## src/rtl/apb_manager_fsm.sv

```systemverilog
// Single-manager APB bridge: request channel -> region decode -> SETUP/ACCESS, response channel back.
// Hit: rspValid 3 cycles after accept plus wait states; miss: next cycle. One request in flight, reqReady only in IDLE.
module apb_manager_fsm #(
    parameter int                   AddrWidth     = 32,
    parameter int                   DataWidth     = 32,
    parameter int                   PrphNum       = 4,
    parameter logic [AddrWidth-1:0] BaseAddr      = '0,
    parameter int                   RegionBits    = 12,
    parameter int                   TimeoutCycles = 16
) (
    input  logic                     clk,
    input  logic                     reset,
    input  logic                     reqValid,
    output logic                     reqReady,
    input  logic [AddrWidth-1:0]     reqAddr,
    input  logic                     reqWrite,
    input  logic [DataWidth-1:0]     reqWData,
    input  logic [DataWidth/8-1:0]   reqStrb,
    input  logic [3:0]               reqProt,
    output logic                     rspValid,
    input  logic                     rspReady,
    output logic [DataWidth-1:0]     rspRData,
    output logic                     rspError,
    output logic                     rspTimeout,
    output logic [AddrWidth-1:0]     addr,
    output logic [3:0]               prot,
    output logic                     write,
    output logic [DataWidth-1:0]     wData,
    output logic [DataWidth/8-1:0]   strb,
    output logic [PrphNum-1:0]       selectors,
    output logic                     enable,
    input  logic                     ready,
    input  logic [DataWidth-1:0]     rData,
    input  logic                     subError
);

    localparam int StrbW     = DataWidth / 8;
    localparam int WaitW     = (TimeoutCycles > 0) ? $clog2(TimeoutCycles + 1) : 1;
    localparam int WaitLastI = (TimeoutCycles > 0) ? TimeoutCycles - 1 : 0;
    localparam logic [WaitW-1:0] WaitLast = WaitLastI[WaitW-1:0];

    localparam logic [1:0] IDLE   = 2'd0;
    localparam logic [1:0] SETUP  = 2'd1;
    localparam logic [1:0] ACCESS = 2'd2;
    localparam logic [1:0] RESP   = 2'd3;

    logic [1:0]           r_state;
    logic [WaitW-1:0]     r_wait;
    logic [AddrWidth-1:0] r_addr;
    logic [3:0]           r_prot;
    logic                 r_write;
    logic [DataWidth-1:0] r_wdata;
    logic [StrbW-1:0]     r_strb;
    logic [PrphNum-1:0]   r_sel;
    logic [DataWidth-1:0] r_rdata;
    logic                 r_err;
    logic                 r_to;

    logic [AddrWidth-1:0] w_offset;
    logic [AddrWidth-1:0] w_index;
    logic                 w_hit;
    logic [PrphNum-1:0]   w_sel;

    // Offset wraps for addresses below BaseAddr; the explicit compare rejects those.
    always_comb begin
        w_offset = reqAddr - BaseAddr;
        w_index  = w_offset >> RegionBits;
        w_hit    = (reqAddr >= BaseAddr) && (w_index < AddrWidth'(PrphNum));
        for (int i = 0; i < PrphNum; i++) begin
            w_sel[i] = (w_index == AddrWidth'(i));
        end
    end

    always_ff @(posedge clk) begin
        if (reset) begin
            r_state <= IDLE;
            r_wait  <= '0;
            r_addr  <= '0;
            r_prot  <= '0;
            r_write <= 1'b0;
            r_wdata <= '0;
            r_strb  <= '0;
            r_sel   <= '0;
            r_rdata <= '0;
            r_err   <= 1'b0;
            r_to    <= 1'b0;
        end else begin
            case (r_state)
                IDLE: begin
                    if (reqValid) begin
                        if (w_hit) begin
                            r_state <= SETUP;
                            r_wait  <= '0;
                            r_addr  <= reqAddr;
                            r_prot  <= reqProt;
                            r_write <= reqWrite;
                            r_sel   <= w_sel;
                            r_wdata <= reqWrite ? reqWData : '0;
                            r_strb  <= reqWrite ? reqStrb : '0;
                        end else begin
                            r_state <= RESP;
                            r_rdata <= '0;
                            r_err   <= 1'b1;
                            r_to    <= 1'b0;
                        end
                    end
                end
                SETUP: r_state <= ACCESS;
                ACCESS: begin
                    // Completion wins over a timeout landing in the same cycle.
                    if (ready) begin
                        r_state <= RESP;
                        r_rdata <= r_write ? '0 : rData;
                        r_err   <= subError;
                        r_to    <= 1'b0;
                        r_sel   <= '0;
                    end else if ((TimeoutCycles != 0) && (r_wait == WaitLast)) begin
                        r_state <= RESP;
                        r_rdata <= '0;
                        r_err   <= 1'b1;
                        r_to    <= 1'b1;
                        r_sel   <= '0;
                    end else begin
                        r_wait <= r_wait + 1'b1;
                    end
                end
                RESP: begin
                    if (rspReady) begin
                        r_state <= IDLE;
                    end
                end
                default: r_state <= IDLE;
            endcase
        end
    end

    assign reqReady   = (r_state == IDLE);
    assign rspValid   = (r_state == RESP);
    assign enable     = (r_state == ACCESS);
    assign selectors  = r_sel;
    assign addr       = r_addr;
    assign prot       = r_prot;
    assign write      = r_write;
    assign wData      = r_wdata;
    assign strb       = r_strb;
    assign rspRData   = r_rdata;
    assign rspError   = r_err;
    assign rspTimeout = r_to;

endmodule

```

## config.mk

```make
export PLATFORM = sky130hd
export DESIGN_NAME = apb_manager_fsm
export DESIGN_NICKNAME = d
export VERILOG_FILES = /design/src/rtl/apb_manager_fsm.sv
export SDC_FILE = /design/constraint.sdc
export NUM_CORES = 1
export LEC_CHECK = 0
export ABC_CLOCK_PERIOD_IN_PS = 2100
export CAP_MARGIN = 0
export CORE_ASPECT_RATIO = 0.5
export CORE_UTILIZATION = 36
export CTS_CLUSTER_DIAMETER = 40
export CTS_CLUSTER_SIZE = 14
export DETAILED_ROUTE_END_ITERATION = 10
export PLACE_DENSITY = 0.76
export SLEW_MARGIN = 20
export SYNTH_ARGS = -nofsm -noshare
export SYNTH_HDL_FRONTEND = slang
export SYNTH_SLANG_ARGS = --single-unit
```

## constraint.sdc

```tcl
create_clock -name clk -period 2.1 [get_ports clk]
set_input_delay 0.21 -clock clk [delete_from_list [all_inputs] [get_ports clk]]
set_output_delay 0.21 -clock clk [all_outputs]
set_load 0.01 [all_outputs]
```

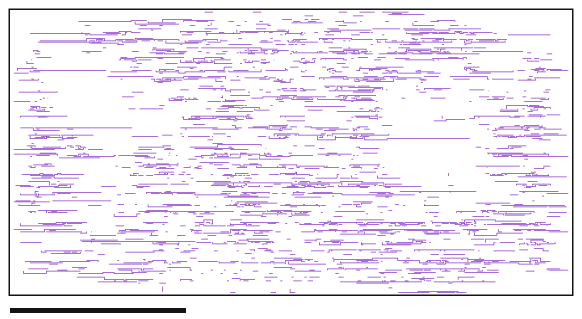
Fig. 1. Signal wires on met1.
Bar = 50 um.
share of all routed wire: 43%
nets with wire on the layer: 772
met1 usage in global routing: 22.65%
via count: 4,382

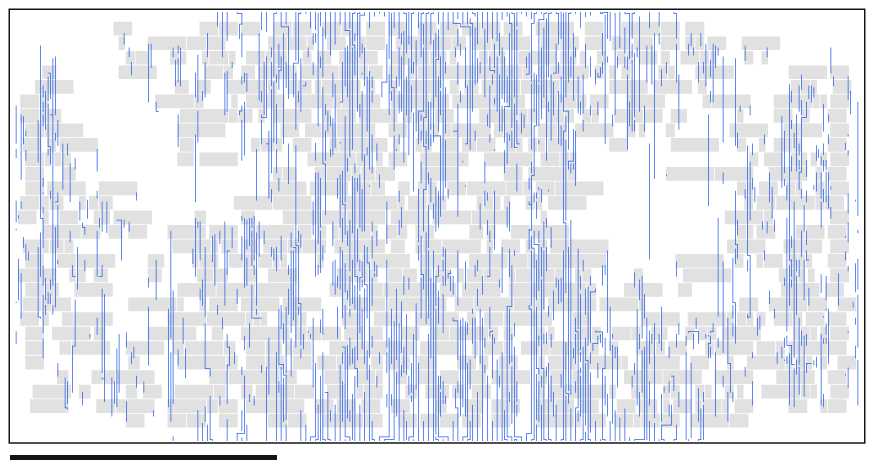
Fig. 2. Met2 routing.
Bar = 50 um. Cells faint in the background.
share of all routed wire: 51%
main direction: vertical
longest straight run: 42.5 um
final WL: 12,960 um
global-route met2 utilization: 34.96%

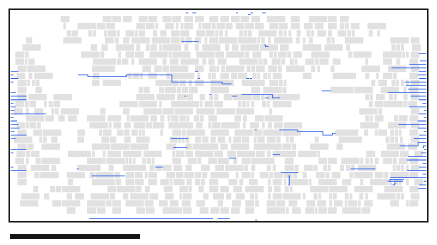
Fig. 3. Met3 routing.
Bar = 50 um. Cells faint in the background.
nets with wire on the layer: 81
share of all routed wire: 3.7%
longest straight run: 47.2 um
wire length on this layer: 480 um
met3 Use GR: 4.494%

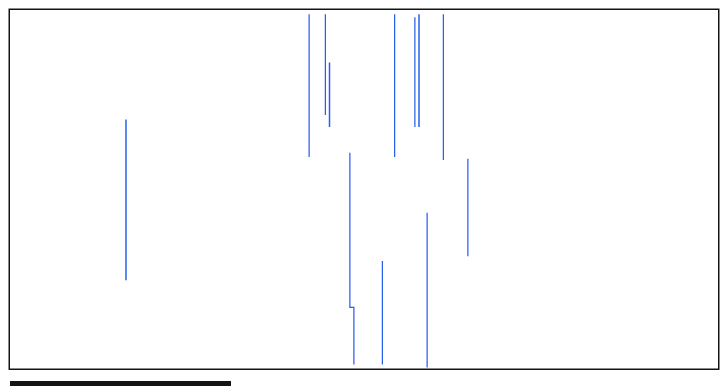
Fig. 4. Signal wires on met4.
Bar = 50 um.
longest straight run: 36.0 um
nets with wire on the layer: 11
wire length on this layer: 347 um
share of all routed wire: 2.7%

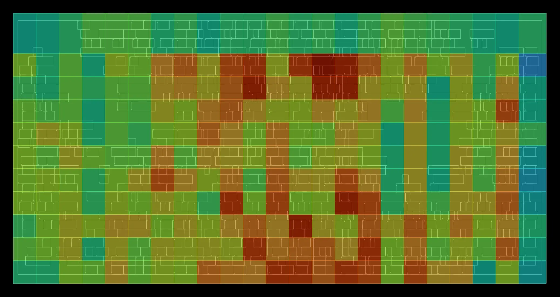
Fig. 5. Routing congestion.
fin util: 63.04%
GRT Max-Usage Layer: met2
WL/cell: 14.20 um
gr usage total: 19.53%

==> impl_metrics.tcl <==
# flow metrics
set metrics [dict create \
    maxSlewHeadroom_pct 53.79 \
    startpoint_type "flop" \
    yosys_warnings 0 \
    finalPower_mw 6.510 \
    cpLargestDelayFamily "simple AND/OR/NAND/NOR gates" \
    cts_tree "built" \
    hold_class "input port to flop" \
    gp_congestion 0.8082 \
    postCtsHoldBufs 0 \
    nFillCells 1036 \
    antenna_found_initial 0 \
    die-height_um 81.03 \
    insertion_delay_ns 0.40 \
    synth.area.top_cells "dfxtp_1 (53%), nand2_1 (9.1%), a21oi_1 (6.5%), nand3b_1 (5.3%), nand3_1 (4.2%)" \
    cts-root-buf "clkbuf_16" \
    status "complete, no violations" \
    dp_slack_ns -0.06437 \
    die_area_um2 12970 \
    period_minus_slack_ns 1.981 \
    ant_nets 0 \
    port_buffers 224 \
    power_density_nw_per_um2 861.8 \
    critPathMaxStageDelay_ns 0.32 \
    finalInstanceArea_um2 7553 \
    largest_area_cell "dfxtp_1" \
    fin_tns_setup_ns 0 \
    viasPerCell 4.800 \
    ir_drop_mv 0.6730 \
    power.leakage_nw 2.602 \
    cts_buffers 17 \
    finalHoldViolCount 0 \
    finalClockSkew_ns 0.01140 \
    placed_cell_area_um2 6939 \
    path_clk_slew_ns 0.06 \
    dp_hpwl_um 8859 \
    post-route-period-util_pct 94.33 \
]
cells in the mapped netlist, types with 2 or more instances:
| cell | instances |
|---|---|
| o21ai_1 | 28 |
| nor3_1 | 3 |
| a211oi_1 | 2 |
| inv_1 | 9 |
| o21ai_0 | 6 |
| nor4_2 | 2 |
| nand3_1 | 38 |
| buf_2 | 10 |
| nand2_1 | 109 |
| clkbuf_2 | 3 |
| buf_6 | 9 |
| and2_1 | 19 |
| nand3b_1 | 32 |
| o2bb2ai_1 | 2 |
| nor4_1 | 3 |
| a22o_1 | 2 |
| nor2_1 | 12 |
| clkbuf_1 | 15 |
| dfxtp_1 | 118 |
| and3_1 | 2 |
| a21oi_1 | 58 |
| ha_1 | 5 |
| nand4_1 | 3 |
final timing paths:
check             startpoint           end  slack [ns]  cells after the start
setup / recovery   r_wait[0]     r_wait[3]        0.12                      8
hold / removal     rData[26]  rspRData[26]        0.35                      3
setup reg to reg   r_wait[0]     r_wait[3]        0.12                      8
hold reg to reg      addr[1]       addr[1]        0.45                      2
cells in the final DEF (no fill, tap or decap), drive strengths merged, types with 12 or more instances in the layout:
cell and count:
clkdlybuf4s50 223, dfxtp 118, nand2 109, a21oi 58
nand3 38, o21ai 34, nand3b 32, buf 21
and2 19, clkbuf 18, nor2 12
routing by layer:
layer | vias up | track usage [%] | part of all wire (%)
li1 | 2189 | - | -
met1 | 2052 | 22.65 | 43
met2 | 116 | 34.96 | 51
met3 | 25 | 4.494 | 3.7
met4 | 0 | 9.238 | 2.7
met5 | - | 0 | 0
power breakdown:
part | total [mW] | switching [mW] | internal (mW)
registers | 2.37 | 0.0484 | 2.32
clock network | 2.85 | 1.09 | 1.76
logic | 1.29 | 0.677 | 0.616
total | 6.51 | 1.82 | 4.69
worst register-to-register path, cell delays in order (launching register included):
cell	delay [ns]
dfxtp_1	0.32
ha_2	0.18
and3_1	0.18
ha_2	0.19
o21ai_2	0.12
nand4_1	0.16
o32ai_4	0.21
nand4_1	0.18
mux2_4	0.32
sequential cells by signal, indices dropped and copies added (netlist names):
signal / flops
addr: 32
rspRData: 32
wData: 32
r_wait: 5
prot: 4
selectors: 4
strb: 4
r_state: 2
rspError: 1
rspTimeout: 1
write: 1
cell families (layout without fill, tap and decap cells):
group | count (synthesis) | in the layout | synth area share (%)
AND/OR/NAND/NOR | 231 | 231 | 26.04
flip-flops | 118 | 118 | 52.53
AND-OR/OR-AND | 106 | 106 | 13.49
buffers and inverters | 47 | 285 | 5.871
adder cells (fa/ha/maj) | 5 | 5 | 1.391
multiplexers | 2 | 2 | 0.4730
XOR/XNOR | 1 | 1 | 0.1948
cell type report:
type,instances,area share (%)
inverter,9,0.4472
clock inverter,14,2.037
clock buffer,18,5.682
tap,165,2.733
sequential,118,31.27
timing repair buffer,244,32.43
multi-input combinational,345,25.39
timing repair:
item | 4_1_cts | 5_1_grt
setup endpoints to repair | 1 | 15
pin swaps | 2 | 3
gates resized | 1 | 8
buffers inserted | 1 | 0
Power is estimated from default activity; no workload was simulated.
